==> src/rtl/lcd_de_capture_pkg.sv <==
// Shared types for the DE-mode panel capture path: FSM states, the tagged
// pixel record carried through the output FIFO, and coordinate helpers.
package lcd_de_capture_pkg;

  localparam int RGB_W   = 24;
  localparam int COORD_W = 10;
  localparam int TAG_W   = RGB_W + 2 * COORD_W + 2;

  localparam logic [COORD_W-1:0] COORD_MAX = '1;

  typedef enum logic [1:0] {
    ST_SYNC   = 2'd0,
    ST_VBLANK = 2'd1,
    ST_LINE   = 2'd2,
    ST_HGAP   = 2'd3
  } rx_state_e;

  typedef struct packed {
    logic [RGB_W-1:0]   rgb;
    logic [COORD_W-1:0] x;
    logic [COORD_W-1:0] y;
    logic               sof;
    logic               eol;
  } pix_tag_t;

  function automatic logic [COORD_W-1:0] sat_inc(input logic [COORD_W-1:0] v);
    return (v == COORD_MAX) ? v : v + 1'b1;
  endfunction

endpackage

==> src/rtl/rx_pixel_fifo.sv <==
// First-word-fall-through sync FIFO for tagged pixels; full/empty come from
// the extra pointer bit. A push into a full FIFO is accepted only with a pop.
module rx_pixel_fifo
  import lcd_de_capture_pkg::*;
#(
  parameter int DEPTH = 4
) (
  input  logic             clk,
  input  logic             rst,
  input  logic             push,
  input  logic [TAG_W-1:0] din,
  input  logic             pop,
  output logic [TAG_W-1:0] dout,
  output logic             empty,
  output logic             drop
);

  localparam int AW = $clog2(DEPTH);

  logic [AW:0]      wr_q, wr_d, rd_q, rd_d;
  logic [TAG_W-1:0] mem_q [DEPTH];
  logic [TAG_W-1:0] mem_d [DEPTH];
  logic             full, do_push, do_pop;

  always_comb begin
    empty   = (wr_q == rd_q);
    full    = (wr_q[AW] != rd_q[AW]) && (wr_q[AW-1:0] == rd_q[AW-1:0]);
    do_pop  = pop && !empty;
    do_push = push && (!full || do_pop);
    drop    = push && full && !do_pop;
    dout    = empty ? '0 : mem_q[rd_q[AW-1:0]];
  end

  always_comb begin
    mem_d = mem_q;
    wr_d  = wr_q;
    rd_d  = rd_q;
    if (do_push) begin
      mem_d[wr_q[AW-1:0]] = din;
      wr_d                = wr_q + 1'b1;
    end
    if (do_pop) rd_d = rd_q + 1'b1;
  end

  always_ff @(posedge clk) begin
    if (rst) begin
      wr_q  <= '0;
      rd_q  <= '0;
      mem_q <= '{default: '0};
    end else begin
      wr_q  <= wr_d;
      rd_q  <= rd_d;
      mem_q <= mem_d;
    end
  end

endmodule

==> src/rtl/lcd_de_capture.sv <==
// DE-only timing recovery for the parallel RGB panel bus: tags each active
// pixel with x/y/sof/eol, streams it out through a small FIFO, measures geometry.
module lcd_de_capture
  import lcd_de_capture_pkg::*;
#(
  parameter int VBLANK_MIN = 1024,
  parameter int FIFO_DEPTH = 4,
  parameter int EXP_WIDTH  = 640,
  parameter int EXP_HEIGHT = 480
) (
  input  logic        pixel_clk,
  input  logic        rst,
  input  logic        enb_in,
  input  logic [23:0] rgb_in,
  output logic        out_valid,
  input  logic        out_ready,
  output logic [23:0] out_pixel,
  output logic [9:0]  out_x,
  output logic [9:0]  out_y,
  output logic        out_sof,
  output logic        out_eol,
  output logic [9:0]  meas_width,
  output logic [9:0]  meas_height,
  output logic        meas_valid,
  output logic        locked,
  output logic        err_width,
  output logic        err_overflow
);

  // state  | meaning
  // SYNC   | after reset, waiting for a full blanking gap; nothing captured
  // VBLANK | between frames; next DE high is pixel (0,0)
  // LINE   | inside an active line, one pixel per DE-high cycle
  // HGAP   | DE low between lines; long enough low run ends the frame

  localparam int GAP_W = $clog2(VBLANK_MIN + 1);
  localparam logic [GAP_W-1:0] GAP_END = GAP_W'(VBLANK_MIN);

  rx_state_e          state_q, state_d;
  logic               de_q, de_d;
  logic [23:0]        rgb_q, rgb_d;
  logic [GAP_W-1:0]   gap_q, gap_d;
  logic [COORD_W-1:0] x_q, x_d, y_q, y_d;
  pix_tag_t           tag_q, tag_d;
  logic               tag_vld_q, tag_vld_d;
  logic [COORD_W-1:0] meas_width_q, meas_width_d, meas_height_q, meas_height_d;
  logic               meas_valid_q, meas_valid_d;
  logic               locked_q, locked_d, frame_ok_q, frame_ok_d;
  logic               err_width_q, err_width_d, err_overflow_q, err_overflow_d;

  logic               gap_hit, cap, cap_sof;
  logic [COORD_W-1:0] cap_x, cap_y;
  logic [COORD_W:0]   y_plus;
  pix_tag_t           push_data, head;
  logic               fifo_empty, fifo_drop;

  always_comb begin
    de_d    = enb_in;
    rgb_d   = rgb_in;
    // gap_d includes the current cycle, so a run of exactly VBLANK_MIN low
    // cycles ends the frame even if DE rises on the very next cycle.
    gap_d   = de_q ? '0 : ((gap_q == GAP_END) ? gap_q : gap_q + 1'b1);
    gap_hit = (gap_d == GAP_END);
    y_plus  = {1'b0, y_q} + 1'b1;

    state_d        = state_q;
    x_d            = x_q;
    y_d            = y_q;
    cap            = 1'b0;
    cap_x          = '0;
    cap_y          = '0;
    cap_sof        = 1'b0;
    meas_width_d   = meas_width_q;
    meas_height_d  = meas_height_q;
    meas_valid_d   = 1'b0;
    locked_d       = locked_q;
    frame_ok_d     = frame_ok_q;
    err_width_d    = err_width_q;
    err_overflow_d = err_overflow_q | fifo_drop;

    case (state_q)
      ST_SYNC: begin
        if (gap_hit) begin
          state_d    = ST_VBLANK;
          frame_ok_d = 1'b1;
        end
      end
      ST_VBLANK: begin
        if (de_q) begin
          state_d = ST_LINE;
          cap     = 1'b1;
          cap_sof = 1'b1;
          x_d     = 10'd1;
          y_d     = '0;
        end
      end
      ST_LINE: begin
        if (de_q) begin
          cap   = 1'b1;
          cap_x = x_q;
          cap_y = y_q;
          if (x_q == COORD_MAX) err_width_d = 1'b1;
          x_d = sat_inc(x_q);
        end else begin
          state_d      = ST_HGAP;
          meas_width_d = x_q;
          if (x_q != COORD_W'(EXP_WIDTH)) begin
            err_width_d = 1'b1;
            frame_ok_d  = 1'b0;
          end
        end
      end
      ST_HGAP: begin
        if (de_q) begin
          state_d = ST_LINE;
          cap     = 1'b1;
          cap_y   = sat_inc(y_q);
          y_d     = sat_inc(y_q);
          x_d     = 10'd1;
        end else if (gap_hit) begin
          state_d       = ST_VBLANK;
          meas_height_d = sat_inc(y_q);
          meas_valid_d  = 1'b1;
          locked_d      = frame_ok_q && (y_plus == (COORD_W + 1)'(EXP_HEIGHT));
          frame_ok_d    = 1'b1;
        end
      end
      default: state_d = ST_SYNC;
    endcase

    tag_vld_d = cap;
    tag_d     = cap ? '{rgb: rgb_q, x: cap_x, y: cap_y, sof: cap_sof, eol: 1'b0} : tag_q;
  end

  // The tag register delays each pixel one cycle so its eol can be taken
  // from the DE sample that follows it.
  always_comb begin
    push_data     = tag_q;
    push_data.eol = ~de_q;
  end

  always_ff @(posedge pixel_clk) begin
    if (rst) begin
      state_q        <= ST_SYNC;
      de_q           <= 1'b0;
      rgb_q          <= '0;
      gap_q          <= '0;
      x_q            <= '0;
      y_q            <= '0;
      tag_q          <= '0;
      tag_vld_q      <= 1'b0;
      meas_width_q   <= '0;
      meas_height_q  <= '0;
      meas_valid_q   <= 1'b0;
      locked_q       <= 1'b0;
      frame_ok_q     <= 1'b1;
      err_width_q    <= 1'b0;
      err_overflow_q <= 1'b0;
    end else begin
      state_q        <= state_d;
      de_q           <= de_d;
      rgb_q          <= rgb_d;
      gap_q          <= gap_d;
      x_q            <= x_d;
      y_q            <= y_d;
      tag_q          <= tag_d;
      tag_vld_q      <= tag_vld_d;
      meas_width_q   <= meas_width_d;
      meas_height_q  <= meas_height_d;
      meas_valid_q   <= meas_valid_d;
      locked_q       <= locked_d;
      frame_ok_q     <= frame_ok_d;
      err_width_q    <= err_width_d;
      err_overflow_q <= err_overflow_d;
    end
  end

  rx_pixel_fifo #(
    .DEPTH(FIFO_DEPTH)
  ) u_fifo (
    .clk  (pixel_clk),
    .rst  (rst),
    .push (tag_vld_q),
    .din  (push_data),
    .pop  (out_ready),
    .dout (head),
    .empty(fifo_empty),
    .drop (fifo_drop)
  );

  assign out_valid    = ~fifo_empty;
  assign out_pixel    = head.rgb;
  assign out_x        = head.x;
  assign out_y        = head.y;
  assign out_sof      = head.sof;
  assign out_eol      = head.eol;
  assign meas_width   = meas_width_q;
  assign meas_height  = meas_height_q;
  assign meas_valid   = meas_valid_q;
  assign locked       = locked_q;
  assign err_width    = err_width_q;
  assign err_overflow = err_overflow_q;

endmodule

==> config.mk <==
export PLATFORM = sky130hd
export DESIGN_NAME = lcd_de_capture
export DESIGN_NICKNAME = d
export VERILOG_FILES = /design/src/rtl/lcd_de_capture_pkg.sv /design/src/rtl/rx_pixel_fifo.sv /design/src/rtl/lcd_de_capture.sv
export SDC_FILE = /design/constraint.sdc
export NUM_CORES = 1
export LEC_CHECK = 0
export ABC_AREA = 1
export CORE_MARGIN = 5
export CORE_UTILIZATION = 63
export CTS_CLUSTER_DIAMETER = 200
export DETAILED_ROUTE_END_ITERATION = 8
export GPL_TIMING_DRIVEN = 0
export PLACE_DENSITY = 0.86
export SYNTH_ARGS = -nofsm -noshare
export SYNTH_HDL_FRONTEND = slang
export SYNTH_SLANG_ARGS = --single-unit
==> constraint.sdc <==
create_clock -name pixel_clk -period 3.4 [get_ports pixel_clk]
set_input_delay 0.51 -clock pixel_clk [delete_from_list [all_inputs] [get_ports pixel_clk]]
set_output_delay 0.51 -clock pixel_clk [all_outputs]
set_load 0.05 [all_outputs]
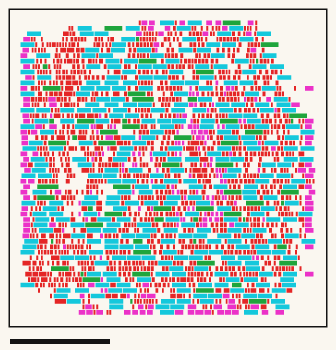
Fig. 1. Cells colored by class.
The bar under the picture is 50 µm long.
color	class	cells	share of their area
cyan	sequential cells	319	40%
magenta	remaining buffers and delay cells	229	10%
red	remaining logic cells	1419	42%
green	clock drivers and dummy loads	59	7.2%

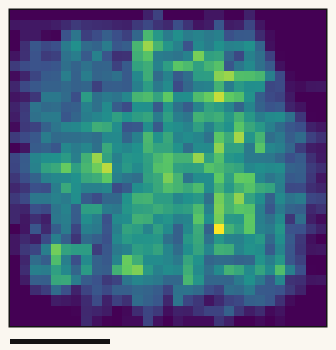
Fig. 2. Signal metal coverage by tile.
The bar under the picture is 50 µm long. 31 x 31 tiles, from dark purple (low) to yellow (high), scaled to the fullest tile. Values are wire area over tile area, all layers added.
nearly empty tiles	12%
fullest tile	0.82
tiles over half the peak	23%
densest ninth of the die	middle

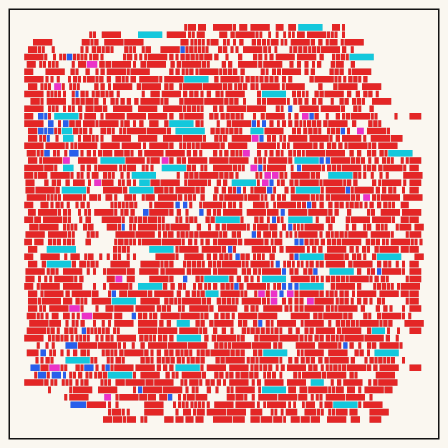
Fig. 3. Cell sizes after repair.
color	size	cells
magenta	x3 and x4	24
blue	x2	68
red	x1 and smaller	1886
cyan	x6 and larger	48

==> results.sh <==
# implementation run metrics
export IMPL_status="completed"
export IMPL_endpoint_kind="output pin"
export IMPL_synth_stat_cells=1870
export IMPL_power_clock_uw=3750
export IMPL_drive_gt1_share_pct=6.910
export IMPL_clkbuf_count=47
export IMPL_viasPerCell=5.825
export IMPL_io_buffers=97
export IMPL_ant_nets=0
export IMPL_worstRegToRegCells=8
export IMPL_busiest_layer="met2"
export IMPL_reg2reg_from="state_q[0]"
export IMPL_largest_reg_flops=184
export IMPL_power_internal_uw=6546
export IMPL_fin_hold_ws_ps=431.0
export IMPL_first_global_vias=13026
export IMPL_holdBufCountCts=0
export IMPL_met1_length_mm=15.63
export IMPL_hpwl_mm=27.83
export IMPL_grt_use_met1_pct=40.20
export IMPL_cts_setup_buffers=0
export IMPL_crit_arrival_ps=2780
export IMPL_crit_required_ps=2890
export IMPL_yosysWarnings=0
export IMPL_min_to="push_data[39]"
export IMPL_critical_path_max_fanout=10
export IMPL_core_mm2=0.02162
export IMPL_logic_gate_count=1178
export IMPL_dieArea_mm2=0.02476
export IMPL_final_cell_mix="dfxtp_1, nand2_1, a21oi_1"
export IMPL_cp_slowest_stage_delay_ps=550
export IMPL_simple_gate_area_share_pct=17.96
export IMPL_combPwrFrac_pct=19.6
export IMPL_sh_comb_area_pct=35.73
export IMPL_hold_start="rgb_q[17]"
export IMPL_syn_to_final_growth_pct=18.25
export IMPL_cp_endpoint="out_eol"
export IMPL_post_drt_wl_per_cell_um=17.27
export IMPL_dieWidth_um=157.4
export IMPL_netlist_area_leader_share_pct=46.68
export IMPL_clock_path_buffers=3
export IMPL_num_tap_cells=280
export IMPL_yosys_area_share_aoi_pct=22.33
export IMPL_dr_pass1_iters=6
export IMPL_buffers=229
export IMPL_switching_power_uw=2923
export IMPL_ir_drop_v=0.0005131
export IMPL_synthArstFlopShare_pct=0
export IMPL_antenna_found_initial=0
export IMPL_syn_area_mm2=0.01368
export IMPL_grt_usage_pct=31.90
export IMPL_fp_util_pct=63.28
export IMPL_reg2reg_to="push_data[6]"
export IMPL_rows=54
export IMPL_wl_met2_mm=18.78
export IMPL_yosys_area_share_xor_xnor_pct=0.9512
export IMPL_buffer_area_share_pct=10.00
export IMPL_cp_top_family="buffers and inverters"
export IMPL_dominant_cells="flip-flops and latches"
